==> src/rtl/axi_wr_bridge.sv <==
// Write-request responder: turns one cache/uncache write into one AXI
// write transaction (AW, W burst, B), with busy/address for RAW blocking.
module axi_wr_bridge #(
    parameter int LINE_WORDS = 4
) (
    input  logic                    clk,
    input  logic                    resetn,
    input  logic                    wr_req,
    input  logic [2:0]              wr_type,
    input  logic [31:0]             wr_addr,
    input  logic [3:0]              wr_wstrb,
    input  logic [32*LINE_WORDS-1:0] wr_data,
    output logic                    wr_rdy,
    output logic                    wr_done,
    output logic                    wr_busy,
    output logic [31:0]             wr_busy_addr,
    output logic [31:0]             awaddr,
    output logic [7:0]              awlen,
    output logic [2:0]              awsize,
    output logic                    awvalid,
    input  logic                    awready,
    output logic [31:0]             wdata,
    output logic [3:0]              wstrb,
    output logic                    wlast,
    output logic                    wvalid,
    input  logic                    wready,
    input  logic                    bvalid,
    output logic                    bready
);

    localparam int BW = $clog2(LINE_WORDS) + 1;

    localparam logic [1:0] S_IDLE = 2'd0;
    localparam logic [1:0] S_SEND = 2'd1;
    localparam logic [1:0] S_RESP = 2'd2;

    logic [1:0]              state_q, state_d;
    logic [31:0]             addr_q, addr_d;
    logic [7:0]              len_q, len_d;
    logic [2:0]              size_q, size_d;
    logic [3:0]              strb_q, strb_d;
    logic [32*LINE_WORDS-1:0] data_q, data_d;
    logic                    line_q, line_d;
    logic                    aw_pend_q, aw_pend_d;
    logic                    w_fin_q, w_fin_d;
    logic [BW-1:0]           beat_q, beat_d;
    logic                    done_q, done_d;

    logic        aw_hs;
    logic        w_hs;
    logic        last_hs;
    logic        is_line;
    logic [31:0] wdata_mux;

    assign wr_rdy       = (state_q == S_IDLE);
    assign wr_busy      = (state_q != S_IDLE);
    assign wr_busy_addr = addr_q;
    assign wr_done      = done_q;

    assign awaddr  = addr_q;
    assign awlen   = len_q;
    assign awsize  = size_q;
    assign awvalid = (state_q == S_SEND) & aw_pend_q;

    assign wvalid  = (state_q == S_SEND) & ~w_fin_q;
    assign wlast   = wvalid & (8'(beat_q) == len_q);
    assign wstrb   = strb_q;
    assign wdata   = wdata_mux;
    assign bready  = (state_q == S_RESP);

    assign aw_hs   = awvalid & awready;
    assign w_hs    = wvalid & wready;
    assign last_hs = w_hs & wlast;
    assign is_line = (wr_type == 3'b100);

    // Single writes always present word 0 regardless of the beat counter
    always_comb begin
        wdata_mux = data_q[31:0];
        for (int i = 0; i < LINE_WORDS; i++) begin
            if (line_q && beat_q == BW'(i)) begin
                wdata_mux = data_q[32*i +: 32];
            end
        end
    end

    always_comb begin
        state_d   = state_q;
        addr_d    = addr_q;
        len_d     = len_q;
        size_d    = size_q;
        strb_d    = strb_q;
        data_d    = data_q;
        line_d    = line_q;
        aw_pend_d = aw_pend_q;
        w_fin_d   = w_fin_q;
        beat_d    = beat_q;
        done_d    = 1'b0;
        unique case (state_q)
            S_IDLE: begin
                if (wr_req) begin
                    addr_d    = wr_addr;
                    data_d    = wr_data;
                    line_d    = is_line;
                    len_d     = is_line ? 8'(LINE_WORDS - 1) : 8'd0;
                    strb_d    = is_line ? 4'hF : wr_wstrb;
                    if (wr_type == 3'b000) begin
                        size_d = 3'd0;
                    end else if (wr_type == 3'b001) begin
                        size_d = 3'd1;
                    end else begin
                        size_d = 3'd2;
                    end
                    aw_pend_d = 1'b1;
                    w_fin_d   = 1'b0;
                    beat_d    = '0;
                    state_d   = S_SEND;
                end
            end
            S_SEND: begin
                if (aw_hs) begin
                    aw_pend_d = 1'b0;
                end
                if (w_hs) begin
                    if (wlast) begin
                        w_fin_d = 1'b1;
                    end else begin
                        beat_d = beat_q + 1'b1;
                    end
                end
                // AW and last W may finish in either order or together
                if ((~aw_pend_q | aw_hs) & (w_fin_q | last_hs)) begin
                    state_d = S_RESP;
                end
            end
            S_RESP: begin
                if (bvalid) begin
                    state_d = S_IDLE;
                    done_d  = 1'b1;
                end
            end
            default: begin
                state_d = S_IDLE;
            end
        endcase
    end

    always_ff @(posedge clk) begin
        if (!resetn) begin
            state_q   <= S_IDLE;
            addr_q    <= '0;
            len_q     <= '0;
            size_q    <= '0;
            strb_q    <= '0;
            data_q    <= '0;
            line_q    <= 1'b0;
            aw_pend_q <= 1'b0;
            w_fin_q   <= 1'b0;
            beat_q    <= '0;
            done_q    <= 1'b0;
        end else begin
            state_q   <= state_d;
            addr_q    <= addr_d;
            len_q     <= len_d;
            size_q    <= size_d;
            strb_q    <= strb_d;
            data_q    <= data_d;
            line_q    <= line_d;
            aw_pend_q <= aw_pend_d;
            w_fin_q   <= w_fin_d;
            beat_q    <= beat_d;
            done_q    <= done_d;
        end
    end

endmodule

==> config.mk <==
export PLATFORM = sky130hd
export DESIGN_NAME = axi_wr_bridge
export DESIGN_NICKNAME = d
export VERILOG_FILES = /design/src/rtl/axi_wr_bridge.sv
export SDC_FILE = /design/constraint.sdc
export NUM_CORES = 1
export LEC_CHECK = 0
export CAP_MARGIN = 20
export CORE_MARGIN = 3
export CORE_UTILIZATION = 40
export DETAILED_ROUTE_END_ITERATION = 8
export PLACE_DENSITY = 0.77
export RECOVER_POWER = 25
export SLEW_MARGIN = 20
export SYNTH_ARGS = -nofsm -noshare
export SYNTH_HDL_FRONTEND = slang
export SYNTH_SLANG_ARGS = --single-unit
==> constraint.sdc <==
create_clock -name clk -period 1.9 [get_ports clk]
set_input_delay 0.475 -clock clk [delete_from_list [all_inputs] [get_ports clk]]
set_output_delay 0.475 -clock clk [all_outputs]
set_load 0.1 [all_outputs]
==> run_1/final_placement.png <==
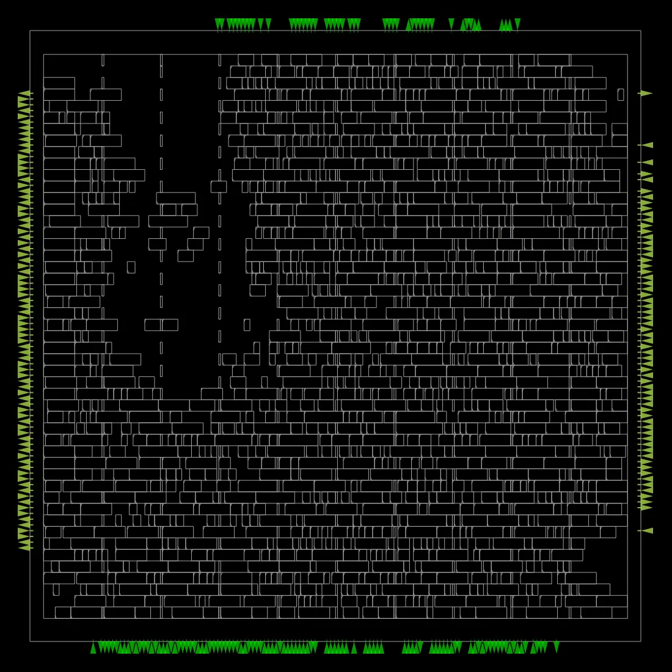
core occupancy in the finished layout: 73.4%
filler instances: 1204
sequential cell area share: 26.1%
floorplan row count: 49

==> run_1/pins.png <==
Pins as bars across the die edge, other pins in grey.
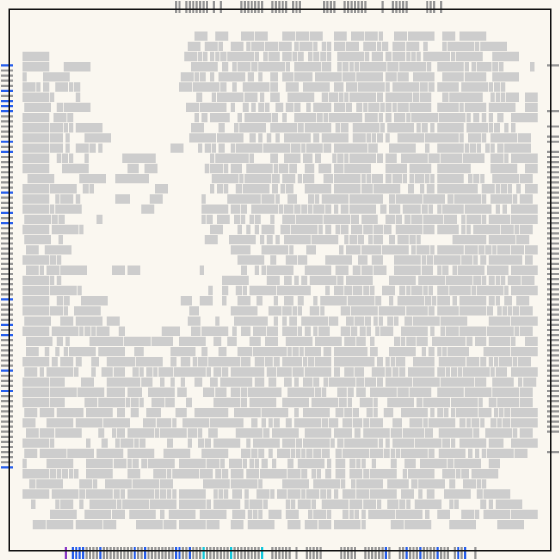
Blue is `awaddr`, pins 32, direction output, edge 16 bottom, 16 left. Purple is `clk`, pins 1, direction input, edge bottom. Cyan is `awsize`, pins 3, direction output, edge bottom.
All pins by edge: 102 bottom, 80 left, 62 right, 47 top.

==> run_1/density.png <==
14 x 14 tiles, from white (low) to dark blue (high), 0 to 100% covered.
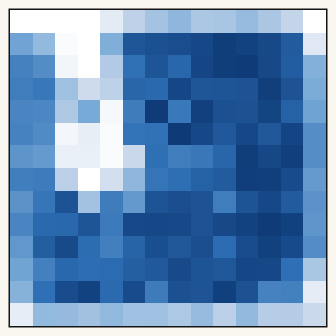
4.1% of the tiles are nearly empty. The densest ninth of the die: right middle. 46% of the tiles are over 75% full. The emptiest ninth of the die: top left.
Core Util at FP: 41.6%
Floorplan Core Area: 18400 sq um

-- run 1: worst paths after layout --
check | startpoint | endpoint | slack, ns | cells past startpoint
max | beat_q[1] | wdata[27] | -0.63 | 8
min | data_q[51] | data_q[51] | 0.46 | 2
max reg2reg | state_q[1] | data_q[15] | 0.18 | 5
min reg2reg | data_q[51] | data_q[51] | 0.46 | 2
-- run 1: layer usage --
metal / track usage, % / share of wire (%)
met1: 30.2 / 39
met2: 43.0 / 50
met3: 8.17 / 8.5
met4: 6.87 / 1.7
met5: 0 / 0.15
-- run 1: report_power, final --
group	internal, uW	switching (uW)	total, uW
Combinational	1550	2430	3970
Clock	2030	1510	3540
Sequential	3960	283	4240
==> results.txt, run 1 <==
Physical implementation.

- The run finished, with violations left.
- The checks that failed: negative setup slack.
- Per STA, the highest per-stage delay on the worst path measures approximately 0.38 ns.
- Once placement finished, the instance area stood at 12500 sq um.
- The worst setup path is launched from a register.
- The cell sequence reported for the critical path is inv_4 > ha_4 > buf_8 > nor3b_1 > o21ai_1 > o21ai_2 > o21ai_4 > buf_12.
- Data on the critical path is required at its endpoint by 1.42 ns.
- The global routing report lists combined usage of all routing layers as 25.1%.
- The die is 144 microns tall.
- After Yosys synthesis, AND-OR and OR-AND compound gates account for a little under a fifth of the synthesized area.
- The fraction of cell area in multi-input combinational cells is reported as 31.3%.
- The area used by sequential logic in the layout is 3520 sq um.
- The commonest cells after synthesis are sky130_fd_sc_hd__nand2_1, sky130_fd_sc_hd__dfxtp_1, sky130_fd_sc_hd__a21oi_1, sky130_fd_sc_hd__o21ai_0, sky130_fd_sc_hd__buf_4.
- The final worst slack is -0.634 ns.
- The post-synth register bit count is ~180.
- The number of detailed-routing iterations run before antenna repair is 5.
- The number of standard cells in the final layout excluding fillers is 1546.
- The worst slew margin relative to its limit is between 60% and 70%.
- The simple-gate share of the synthesized area is between 20 and 30%.
- The number of hold buffers added after CTS is 0.
- The count of non-CTS buffers in the layout is between 300 and 400.
- The area of all placed cells without fillers is 13500 sq um.
- In this run, CTS created clock tree buffers numbering 17.
- The tally of max-capacitance violations is 0.
- The post-cts repair resize count is 64.
- STA puts the critical path data arrival time at 2.06 ns.
- The relative area of clock buffers and inverters in the final design is 4.39%.
- The number of top-level pins is 291.
- From the final report, the count of setup violators was given as 38.
- The sink count of the clock tree is about 180.
- The total wire length is around 28000 microns.
- Per the Yosys statistics, synthesis produced 1037 cells.
- The count of sequential standard cells is 175.
- The number of antenna violations at the first check in global routing was 7.
- According to the floorplan report, the die width is 144 microns.
- The multiplexer share of the synthesized area is 0.131%.
- The biggest area consumer among cell classes is non-clock buffers.
- The clock tree root buffer cell is sky130_fd_sc_hd__clkbuf_16.
- The number of buffer cells added on primary ports is 283.
- From synthesis to final layout, the design area changed by 76.2%.
--- run 2 (diff from run 1) ---
- MAX_ROUTING_LAYER: unset -> met4
==> run 2 against run 1 <==
Against the previous run: the flow still finishes with violations (negative setup slack); die size stayed put; clock skew decreased by 0.00078 ns; core utilization up 0.13 points; count of clock-buffer cells in the layout is the same; worst hold slack worse by 0.0012 ns; first-iteration DRC count increased by 19%; sequential share of layout area about the same; non-clock buffer count unchanged; global-route usage grew 0.71 points.
==> results.txt, run 2 <==
Physical implementation.

- The worst flop-to-flop path startpoint was state_q[1] (unchanged).
- The arrival time reported for the critical path endpoint is 2.09 ns (was 2.06 ns).
- The relative area of clock buffers and inverters in the final design is 4.38% (was 4.39%).
- The number of buffer cells added on primary ports is 283 (unchanged).
- The clock-net power is 3550 uW (was 3540 uW).
- The critical path startpoint category was a register (unchanged).
- The global-route met1 utilization came to 30.6% (was 30.2%).
- The internal power consumption is 7550 uW (was 7540 uW).
- The combined global-route utilization of all metal layers is 25.8% (was 25.1%).
- The combinational power is 3990 uW (was 3970 uW).
- The register share of the cell area is 26.0% (was 26.1%).
- The total wire length was 28300 microns (was 28200 microns).
- The final worst slack was -0.664 ns (was -0.634 ns).
- The clock network power share is 30.2% (was 30.1%).
- Result of the run: finished with violations (unchanged).
- The layout overhead on the synthesized area is 76.6% (was 76.2%).
- The power dissipated in sequential cells is 4240 uW (about the same).
- The final tally of setup violations is 35 (was 38).
- The die boundary width is 144 microns (unchanged).
- The post-cts repair resize count was 64 (unchanged).
- The initial core utilization is 41.6% (unchanged).
- Violated checks: negative setup slack (unchanged).
- The number of synthesized register bits was 175 (unchanged).
- The worst flop-to-flop path endpoint is data_q[49] (was data_q[15]).
- The setup slack of the worst register-to-register path is 0.19 ns (was 0.18 ns).
- The clock tree root buffer cell is sky130_fd_sc_hd__clkbuf_16 (unchanged).
- The power group with the largest share is sequential cells (unchanged).
- Series of cell instances along the critical path: inv_4 > ha_4 > buf_12 > nor2b_1 > o21ai_1 > o21ai_2 > o21ai_4 > buf_12 (was inv_4 > ha_4 > buf_8 > nor3b_1 > o21ai_1 > o21ai_2 > o21ai_4 > buf_12).
- The largest incremental delay on the critical path is 0.38 ns (about the same).
- The sink count of the clock tree is 175 (unchanged).
- The beginning of the worst hold path is data_q[120] (was data_q[51]).
- The switching part of the total power was 35.9% (about the same).
- The chip height is 144 microns (unchanged).
- The combinational power share is 33.8% (about the same).
- The number of cells on the critical path is 8 (unchanged).
- The number of buffers created by CTS is 17 (unchanged).
- The area of all placed cells without fillers is 13500 sq um (about the same).
- The worst slew margin relative to its limit came to 62.9% (was 63.1%).
- The worst setup path endpoint is wdata[10] (was wdata[27]).
- The fraction of standard cell area in multi-input logic was 31.3% (about the same).
- The area used by sequential logic in the layout is 3520 sq um (unchanged).
- Synth top cells by count: sky130_fd_sc_hd__nand2_1, sky130_fd_sc_hd__dfxtp_1, sky130_fd_sc_hd__a21oi_1, sky130_fd_sc_hd__o21ai_0, sky130_fd_sc_hd__buf_4 (unchanged).
-- run 2: per-layer routing --
metal | part of all wire [%] | up-vias
met5 | 0 | -
met4 | 2.1 | 0
met3 | 8.0 | 44
met2 | 50 | 304
met1 | 40 | 3903
li1 | - | 3915
-- run 2: worst min path at each step --
stage,slack [ns],to,depth (start not counted)
6_report,0.46,data_q[120],2
5_1_grt,0.48,data_q[63],2
4_1_cts,0.46,data_q[20],2
3_5_place_dp,0.45,data_q[116],2
3_3_place_gp,0.44,data_q[14],2
2_1_floorplan,0.44,data_q[0],2
-- run 2: logic make-up after synthesis --
logic type	synth area share [%]
buf+inv	8.87
flops	45.8
mux	0.131
simple gates	25.4
compound gates	19.2
other cells	0.0490
fa+ha+maj	0.654
==> run_2/clock_map.png <==
Bar = 50 microns.
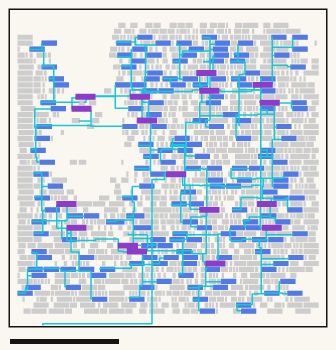
Cyan is clock wires, length 2100 microns. Blue is flip-flops, count 175. Purple is cells driving clock nets, count 17.
Position of the flops: widely spread. There are 18 routed clock nets.

==> run_2/final_placement.png <==
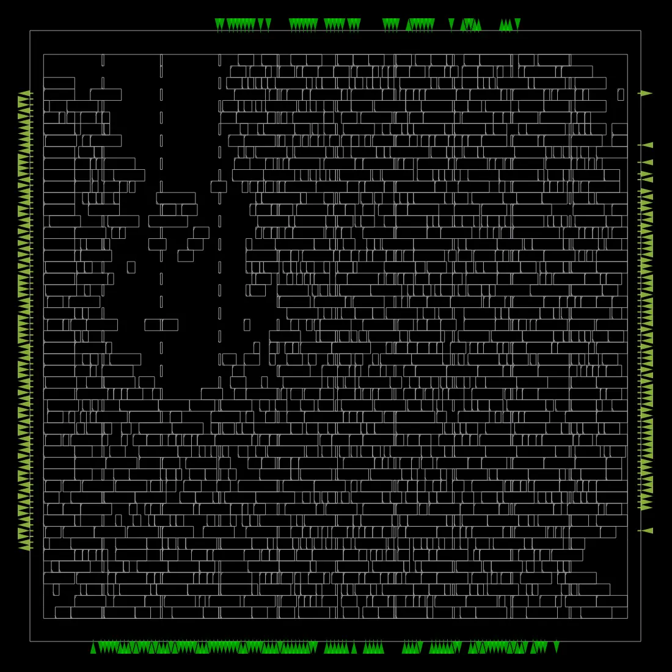
final std cells w/o fill: 1550
flip-flops: 175
filler instances: 1199
core occupancy in the finished layout: 73.5%

No activity file was given, so power comes from the tool's default toggle rates.
